`src/rtl/rx_cmd_sequencer.sv`:
```
// Frames the rx PIE bit stream into Gen2 commands and sequences the rx reset
// around replies, re-arm after each command and error recovery.
module rx_cmd_sequencer #(
  parameter int unsigned TX_TIMEOUT = 4095
) (
  input  logic        clk,
  input  logic        reset,
  input  logic        bitout,
  input  logic        bitclk,
  input  logic        rx_overflow_reset,
  input  logic        reply_req,
  input  logic        tx_done,
  output logic        rx_rst,
  output logic        cmd_valid,
  output logic [2:0]  cmd_id,
  output logic [39:0] frame,
  output logic [5:0]  frame_len,
  output logic        tx_go,
  output logic        frame_err,
  output logic        busy
);

  typedef enum logic [2:0] {
    IDLE, OPCODE, PAYLOAD, DONE, DECIDE, TX_WAIT, REARM, ABORT
  } state_t;

  localparam logic [11:0] TIMEOUT_LAST = 12'(TX_TIMEOUT - 1);

  state_t      state_reg, state_next;
  logic        bitclk_d_reg;
  logic [39:0] frame_reg, frame_next, shifted_frame;
  logic [5:0]  len_reg, len_next, shifted_len;
  logic [5:0]  exp_len_reg, exp_len_next, op_len;
  logic [2:0]  cmd_id_reg, cmd_id_next, op_id;
  logic [11:0] cnt_reg, cnt_next;
  logic        rx_rst_reg, cmd_valid_reg, tx_go_reg, frame_err_reg, busy_reg;
  logic        rx_rst_next, cmd_valid_next, tx_go_next, frame_err_next, busy_next;
  logic        bit_edge, capture, op_match, op_bad, timeout_hit;

  assign bit_edge = bitclk && !bitclk_d_reg;
  // Overflow beats a same-cycle bit once framing has started; IDLE ignores it.
  assign capture  = bit_edge && ((state_reg == IDLE) ||
                    ((state_reg == OPCODE || state_reg == PAYLOAD) && !rx_overflow_reset));
  assign shifted_frame = (state_reg == IDLE) ? {39'd0, bitout} : {frame_reg[38:0], bitout};
  assign shifted_len   = (state_reg == IDLE) ? 6'd1 : len_reg + 6'd1;
  assign timeout_hit   = (state_reg == TX_WAIT) && !tx_done && (cnt_reg == TIMEOUT_LAST);

  // Opcode decode on the frame as it will look after the bit now arriving.
  always_comb begin
    op_match = 1'b0;
    op_bad   = 1'b0;
    op_id    = 3'd0;
    op_len   = 6'd0;
    case (shifted_len)
      6'd2: begin
        if (shifted_frame[1:0] == 2'b00) begin
          op_match = 1'b1; op_id = 3'd0; op_len = 6'd4;
        end else if (shifted_frame[1:0] == 2'b01) begin
          op_match = 1'b1; op_id = 3'd1; op_len = 6'd18;
        end
      end
      6'd4: begin
        if (shifted_frame[3:0] == 4'b1000) begin
          op_match = 1'b1; op_id = 3'd2; op_len = 6'd22;
        end else if (shifted_frame[3:0] == 4'b1001) begin
          op_match = 1'b1; op_id = 3'd3; op_len = 6'd9;
        end else if (shifted_frame[3:1] == 3'b101) begin
          op_bad = 1'b1;
        end
      end
      6'd8: begin
        if (shifted_frame[7:0] == 8'hC0) begin
          op_match = 1'b1; op_id = 3'd4; op_len = 6'd8;
        end else if (shifted_frame[7:0] == 8'hC1) begin
          op_match = 1'b1; op_id = 3'd5; op_len = 6'd40;
        end else begin
          op_bad = 1'b1;
        end
      end
      default: ;
    endcase
  end

  always_ff @(posedge clk or posedge reset) begin
    if (reset) state_reg <= IDLE;
    else       state_reg <= state_next;
  end

  always_comb begin
    state_next = state_reg;
    case (state_reg)
      IDLE:    if (bit_edge) state_next = OPCODE;
      OPCODE: begin
        if (rx_overflow_reset) state_next = ABORT;
        else if (bit_edge) begin
          if (op_bad)        state_next = ABORT;
          else if (op_match) state_next = (shifted_len == op_len) ? DONE : PAYLOAD;
        end
      end
      PAYLOAD: begin
        if (rx_overflow_reset)                             state_next = ABORT;
        else if (bit_edge && shifted_len == exp_len_reg) state_next = DONE;
      end
      DONE:    state_next = DECIDE;
      DECIDE:  state_next = reply_req ? TX_WAIT : REARM;
      TX_WAIT: if (tx_done || timeout_hit) state_next = REARM;
      REARM:   state_next = IDLE;
      ABORT:   state_next = IDLE;
      default: state_next = IDLE;
    endcase
  end

  always_comb begin
    frame_next     = frame_reg;
    len_next       = len_reg;
    cmd_id_next    = cmd_id_reg;
    exp_len_next   = exp_len_reg;
    cnt_next       = (state_reg == TX_WAIT) ? cnt_reg + 12'd1 : 12'd0;
    if (capture) begin
      frame_next = shifted_frame;
      len_next   = shifted_len;
    end
    if (capture && state_reg == OPCODE && op_match) begin
      cmd_id_next  = op_id;
      exp_len_next = op_len;
    end
    cmd_valid_next = (state_reg == DONE);
    tx_go_next     = (state_reg == DECIDE) && reply_req;
    rx_rst_next    = (state_next == TX_WAIT) || (state_next == REARM) || (state_next == ABORT);
    frame_err_next = (state_next == ABORT) || timeout_hit;
    busy_next      = (state_next != IDLE);
  end

  always_ff @(posedge clk or posedge reset) begin
    if (reset) begin
      bitclk_d_reg  <= 1'b0;
      frame_reg     <= '0;
      len_reg       <= '0;
      cmd_id_reg    <= '0;
      exp_len_reg   <= '0;
      cnt_reg       <= '0;
      rx_rst_reg    <= 1'b0;
      cmd_valid_reg <= 1'b0;
      tx_go_reg     <= 1'b0;
      frame_err_reg <= 1'b0;
      busy_reg      <= 1'b0;
    end else begin
      bitclk_d_reg  <= bitclk;
      frame_reg     <= frame_next;
      len_reg       <= len_next;
      cmd_id_reg    <= cmd_id_next;
      exp_len_reg   <= exp_len_next;
      cnt_reg       <= cnt_next;
      rx_rst_reg    <= rx_rst_next;
      cmd_valid_reg <= cmd_valid_next;
      tx_go_reg     <= tx_go_next;
      frame_err_reg <= frame_err_next;
      busy_reg      <= busy_next;
    end
  end

  assign rx_rst    = rx_rst_reg;
  assign cmd_valid = cmd_valid_reg;
  assign cmd_id    = cmd_id_reg;
  assign frame     = frame_reg;
  assign frame_len = len_reg;
  assign tx_go     = tx_go_reg;
  assign frame_err = frame_err_reg;
  assign busy      = busy_reg;

endmodule

```
`config.mk`:
```
export PLATFORM = sky130hd
export DESIGN_NAME = rx_cmd_sequencer
export DESIGN_NICKNAME = d
export VERILOG_FILES = /design/src/rtl/rx_cmd_sequencer.sv
export SDC_FILE = /design/constraint.sdc
export NUM_CORES = 1
export LEC_CHECK = 0
export ABC_AREA = 1
export CORE_MARGIN = 2
export CORE_UTILIZATION = 45
export CTS_BUF_LIST = sky130_fd_sc_hd__clkbuf_4
export CTS_CLUSTER_DIAMETER = 150
export DETAILED_ROUTE_END_ITERATION = 7
export DONT_BUFFER_PORTS = 1
export PLACE_DENSITY_LB_ADDON = 0.08
export SYNTH_ARGS = -nofsm -noshare
export SYNTH_HDL_FRONTEND = slang
export SYNTH_SLANG_ARGS = --single-unit
```
`constraint.sdc`:
```
create_clock -name clk -period 5.6 [get_ports clk]
set_input_delay 0.56 -clock clk [delete_from_list [all_inputs] [get_ports clk]]
set_output_delay 0.56 -clock clk [all_outputs]
set_load 0.005 [all_outputs]
```
Figure 1. I/O nets highlighted (run 1).
Scale: 3 px per um.
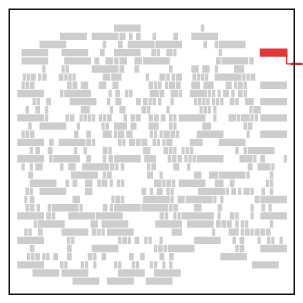
- red: busy (bits 1; direction output; end cells 1; wire 5.00 um)

Figure 2. Signal wires by layer (run 1).
Scale: 4 px per um. Two of the layers only.
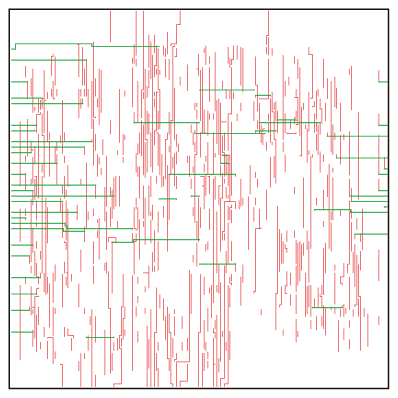
- green: metal 3 (wire length 555 um)
- red: metal 2 (wire length 3620 um)
Total GRT Usage: 19.6%
Total Wirelength: 7.93 mm

Figure 3. I/O pins on the die edge (run 1).
Scale: 4 px per um. Pins as bars across the die edge, other pins in grey.
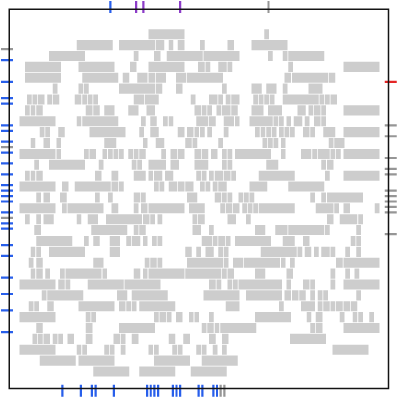
- purple: cmd_id (pins 3; direction output; edge north)
- red: busy (pins 1; direction output; edge east)
- blue: frame (pins 40; direction output; edge 23 west, 16 south, 1 north)
DIE WIDTH: 94.5 um
die height: 94.5 um

==> flow_summary_export.csv, run 1 <==
group,metric,value,unit
run_status,status,"finished clean",
cts,cts.clk_slew.worst_paths,130,ps
yosys,ff_type,"dfrtp_1",
power_and_ir_drop,irDropWorstVdd,0.000158,V
yosys,syn-num-nets,471,
place,post_dp_cell_area,3750,um^2
yosys,postSynthCellCount,461,
worst_setup_path,worstPathCellList,"nor2_1 -> nand2_2 -> a21oi_4 -> buf_4 -> inv_2 -> nor2_1 -> nand2_2 -> a31oi_1 -> a21o_1",
cts,cts_hold_buf,0,
finish,layout-drive-gt1-share,9.70,%
cts,cts_tree,"done",
place,io_buffers,0,
cts,numCtsBuffers,9,
worst_setup_path,cp.required,5950,ps
worst_setup_path,path_buffers,2,
power_and_ir_drop,clkPwrFrac,20.5,%
finish,instances_no_fill,566,
power_and_ir_drop,pwr-share-comb,34.7,%
worst_setup_path,cpPeakStageDelay,530,ps
finish,final_cell_mix,"nand2_1 (129), dfrtp_1 (75), nand3_1 (55), inv_1 (44), nor2_1 (44)",
finish,flop_area,1880,um^2
power_and_ir_drop,p_leak,1.97,nW
power_and_ir_drop,maxPowerGroup,"sequential cells",
power_and_ir_drop,netSwitchingPower,0.729,mW
power_and_ir_drop,power.total,1.68,mW
yosys,ys_cells,461,
finish,antenna_cells,0,
power_and_ir_drop,pg_seq,0.750,mW
finish,design_area,3890,um^2
finish,nets,469,
hold_path,worstHoldPathCells,0,
worst_setup_path,arrival,3540,ps
yosys,postSynthSeqShare,51.0,%
timing,tns,0,ps
drt,wl_per_cell,14.0,um
cts,clock.latency.late_pin,410,ps
cts,clkSinkCount,75,
worst_setup_path,cp.depth,9,
worst_setup_path,reg2regPathDepth,9,
die,core,7850,um^2
die,chipArea,8920,um^2
timing,slew_headroom,38.0,%
yosys,async_reset_ff_share,100,%
worst_setup_path,crit_type,"reg -> reg",
power_and_ir_drop,power_frac_seq,44.8,%
drt,antenna_left,0,
run,warnings,27,
worst_setup_path,crit_family,"simple AND/OR/NAND/NOR gates",
place,pre_cts_ws,2440,ps
power_and_ir_drop,p_clk,0.343,mW
yosys,ys_ff,75,
grt,grt_max_degree,76,
cts,clk_path_buf_depth,2,
[run 1: synthesized netlist by cell type (2+ instances only)]
cell and number:
nand2_1 129, dfrtp_1 75, nand3_1 55, inv_1 45, nor2_1 44, o21ai_0 22, clkbuf_1 12, a21oi_1 10
nand4_1 8, inv_2 6, nand2_2 6, o21ai_1 6, nor3_1 5, a21o_1 4, buf_6 3, ha_1 3
nand3_2 3, nor2_2 3, nor3_2 2, o31ai_1 2, or2_2 2
[run 1: kinds of logic after synthesis]
| kind of cell | share of synthesized area (%) |
|---|---|
| buffers and inverters | 7.34 |
| AOI/OAI and AO/OA | 8.80 |
| DFF | 51.0 |
| adders and majority gates | 1.02 |
| xor gates and xnor gates | 0.476 |
| and+or+nand+nor | 31.4 |
[run 1: cell type report]
class,count,share of cell area [%]
Clock inverter,7,1.96
Tap cell,102,3.28
Multi-Input combinational cell,320,39.5
Clock buffer,9,1.74
Sequential cell,75,48.2
Timing Repair Buffer,2,0.386
Inverter,51,4.92
[run 1: worst paths after layout]
kind                               from            to  slack [ps]
max                        state_reg[1]     cmd_id[0]        2410
min                              bitclk  bitclk_d_reg         160
max reg2reg                state_reg[1]     cmd_id[0]        2410
min reg2reg                  cnt_reg[0]    cnt_reg[0]         500
max in group asynchronous         reset  frame_len[0]        4700
min in group asynchronous         reset     frame[27]         310
[run 1: worst register-to-register path: cells and delay by family, from the launching register on]
kind / cells / cell delay [ps]
AOI/OAI and AO/OA: 3 / 680
buffers and inverters: 2 / 850
DFF: 1 / 430
and+or+nand+nor: 4 / 1170
[run 1: layer usage]
metal  track usage (%)  up-vias  wire length, um
met4              5.07        0               81
met2              30.7       64             3620
met3              6.46        7              554
li1                  -     1480                -
met1              26.3     1381             3680
met5                 0        -                0
==> inputs of run 2 (changes only) <==
==> constraint.sdc (replaced) <==
create_clock -name clk -period 3.2 [get_ports clk]
set_input_delay 0.32 -clock clk [delete_from_list [all_inputs] [get_ports clk]]
set_output_delay 0.32 -clock clk [all_outputs]
set_load 0.005 [all_outputs]
Figure 4. I/O pins on the die edge (run 2).
Scale: 4 px per um. Pins as bars across the die edge, other pins in grey.
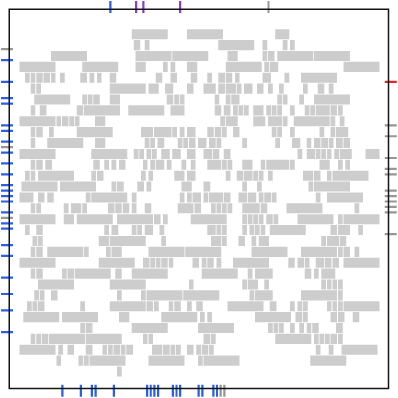
- blue: frame (pins 40; direction output; edge 23 west, 16 south, 1 north)
- red: busy (pins 1; direction output; edge east)
- purple: cmd_id (pins 3; direction output; edge north)
- all pins by edge: 26 west, 18 south, 12 east, 5 north

Figure 5. Cell sizes after repair (run 2).
Scale: 4 px per um.
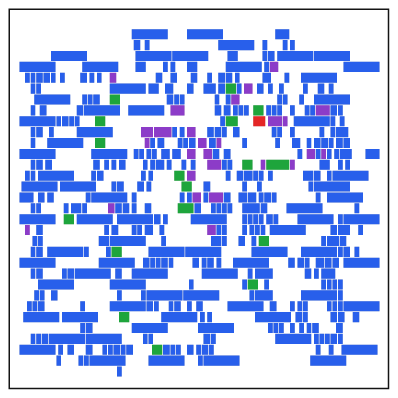
- blue: _0 and _1 cells (cells 424; share 90%; most used nand2_1)
- green: _3 and _4 cells (cells 17; share 3.6%; most used clkbuf_4)
- red: _6 and larger (cells 1; share 0.21%; most used inv_6)
- purple: _2 cells (cells 27; share 5.8%; most used inv_2)
PnR worst setup slack: 718 ps
area growth from synthesis to layout: 5.95%
Non-clk bufs: 7
post-route cell area: 3900 um^2

==> run 2 against run 1 <==
  * Maximum frequency up 28%
  * Critical path depth up 5
  * Highest routed layer unchanged
  * Die size unchanged
  * Clock power up 48%
  * Critical path type unchanged
  * Via count up 2.6%
  * Hold slack worse by 150 ps
  * Largest power group unchanged
  * First-iteration DRC count down 12%
  * Largest cell class unchanged
==> flow_summary_export.csv, run 2 <==
group,metric,value,unit
power_and_ir_drop,netSwitchingPower,1.28,mW
yosys,postSynthSeqShare,51.0,%
grt,grtUsageMet2,31.1,%
worst_setup_path,worstPathCellList,"inv_2 -> nand2_2 -> buf_4 -> nand2_2 -> nor2_4 -> nand2_1 -> nor2_2 -> nand2_2 -> nand3_2 -> nand2_1 -> inv_1 -> o22ai_1 -> o21ai_1 -> nand3b_1",
worst_setup_path,reg2regPathDepth,14,
worst_setup_path,r2r-end,"rx_rst",
worst_setup_path,cpPeakStageDelay,470,ps
finish,nets,474,
yosys,top_cell,"nand2_1",
worst_setup_path,crit_start,"state_reg[2]",
place,post_dp_cell_area,3760,um^2
die,chipArea,8920,um^2
worst_setup_path,r2r_slack,720,ps
cts,clkSinkCount,75,
power_and_ir_drop,power_frac_seq,45.9,%
grt,grt_use_met1,26.2,%
die,core,7850,um^2
finish,flop_area,1880,um^2
yosys,postSynthCellCount,461,
power_and_ir_drop,pwr-share-comb,36.4,%
grt,met3_usage,6.78,%
yosys,ff_type,"dfrtp_1",
drt,antenna_left,0,
cts,cts.clk_slew.worst_paths,110,ps
power_and_ir_drop,irDropWorstVdd,0.000261,V
worst_setup_path,crit_family,"simple AND/OR/NAND/NOR gates",
drt,wl_per_cell,14.4,um
grt,grt_max_degree,52,
finish,largest_reg_flops,40,
timing,tns,0,ps
worst_setup_path,endpoint,"rx_rst",
worst_setup_path,path_buffers,3,
worst_setup_path,rr_startpoint,"state_reg[2]",
finish,final_cell_mix,"nand2_1 (129), dfrtp_1 (75), nand3_1 (55), inv_1 (44), nor2_1 (44)",
worst_setup_path,arrival,2800,ps
yosys,ys_cells,461,
power_and_ir_drop,p_leak,1.98,nW
die,die_x,94.5,um
worst_setup_path,cp.required,3510,ps
grt,busiest_layer,"met2",
run,warnings,27,
finish,antenna_cells,0,
cts,numCtsBuffers,9,
hold_path,worstHoldPathCells,2,
worst_setup_path,crit_type,"reg -> reg",
finish,layout-drive-gt1-share,9.59,%
cts,cts_tree,"done",
drt,routed_wl,8.21,mm
worst_setup_path,cp.depth,14,
timing,slew_headroom,48.4,%
finish,instances_no_fill,571,
drt,firstDrtPassIters,6,
run_status,status,"finished clean",
grt,grt.total_usage,20.1,%
yosys,syn-num-nets,471,
place,pre_cts_ws,741,ps
-- run 2: cell counts after synthesis --
Identical to the previous run, type by type.
-- run 2: final cells by class --
type	instances	area share (%)
clock buffer	9	1.73
clock inverter	7	1.09
inverter	51	4.91
multi-input combinational	320	39.4
sequential	75	48.1
tap	102	3.27
timing repair buffer	7	1.54
-- run 2: worst min-delay path by stage --
stage          startpoint           end
2_1_floorplan      bitclk  bitclk_d_reg
3_3_place_gp        reset     frame[25]
3_5_place_dp        reset     frame[25]
4_1_cts            bitout      frame[0]
5_1_grt            bitout      frame[0]
6_report           bitout      frame[0]
-- run 2: power groups by stage --
| stage | Sequential [mW] | Clock [mW] | Combinational [mW] |
|---|---|---|---|
| after floorplan | 1.27 | 0 | 0.863 |
| after global placement | 1.34 | 0 | 1.04 |
| after global routing | 1.35 | 0.570 | 1.21 |
| after CTS | 1.32 | 0.525 | 1.05 |
| after detailed placement | 1.34 | 0 | 1.04 |
| final | 1.31 | 0.507 | 1.04 |
-- run 2: timing repair --
item / CTS / global route
buffers inserted: 0 / 0
hold endpoints to repair: 16 / 0
hold buffers: 3 / 0
-- run 2: kinds of logic (layout without fill, tap and decap cells) --
group / after synthesis / count (layout) / synth area share (%)
adder cells (fa/ha/maj): 3 / 3 / 1.02
XOR/XNOR: 2 / 2 / 0.476
AND-OR/OR-AND: 54 / 54 / 8.80
AND/OR/NAND/NOR: 261 / 261 / 31.4
flip-flops: 75 / 75 / 51.0
buffers and inverters: 66 / 74 / 7.34
-- run 2: routing by layer --
| layer | vias to the layer above | share of wire (%) | wire length [um] |
|---|---|---|---|
| met5 | - | 0 | 0 |
| met4 | 0 | 1.7 | 136 |
| met3 | 14 | 7.6 | 622 |
| met2 | 88 | 46 | 3740 |
| met1 | 1409 | 45 | 3710 |
| li1 | 1496 | - | - |
Power and IR drop assume default switching activity.
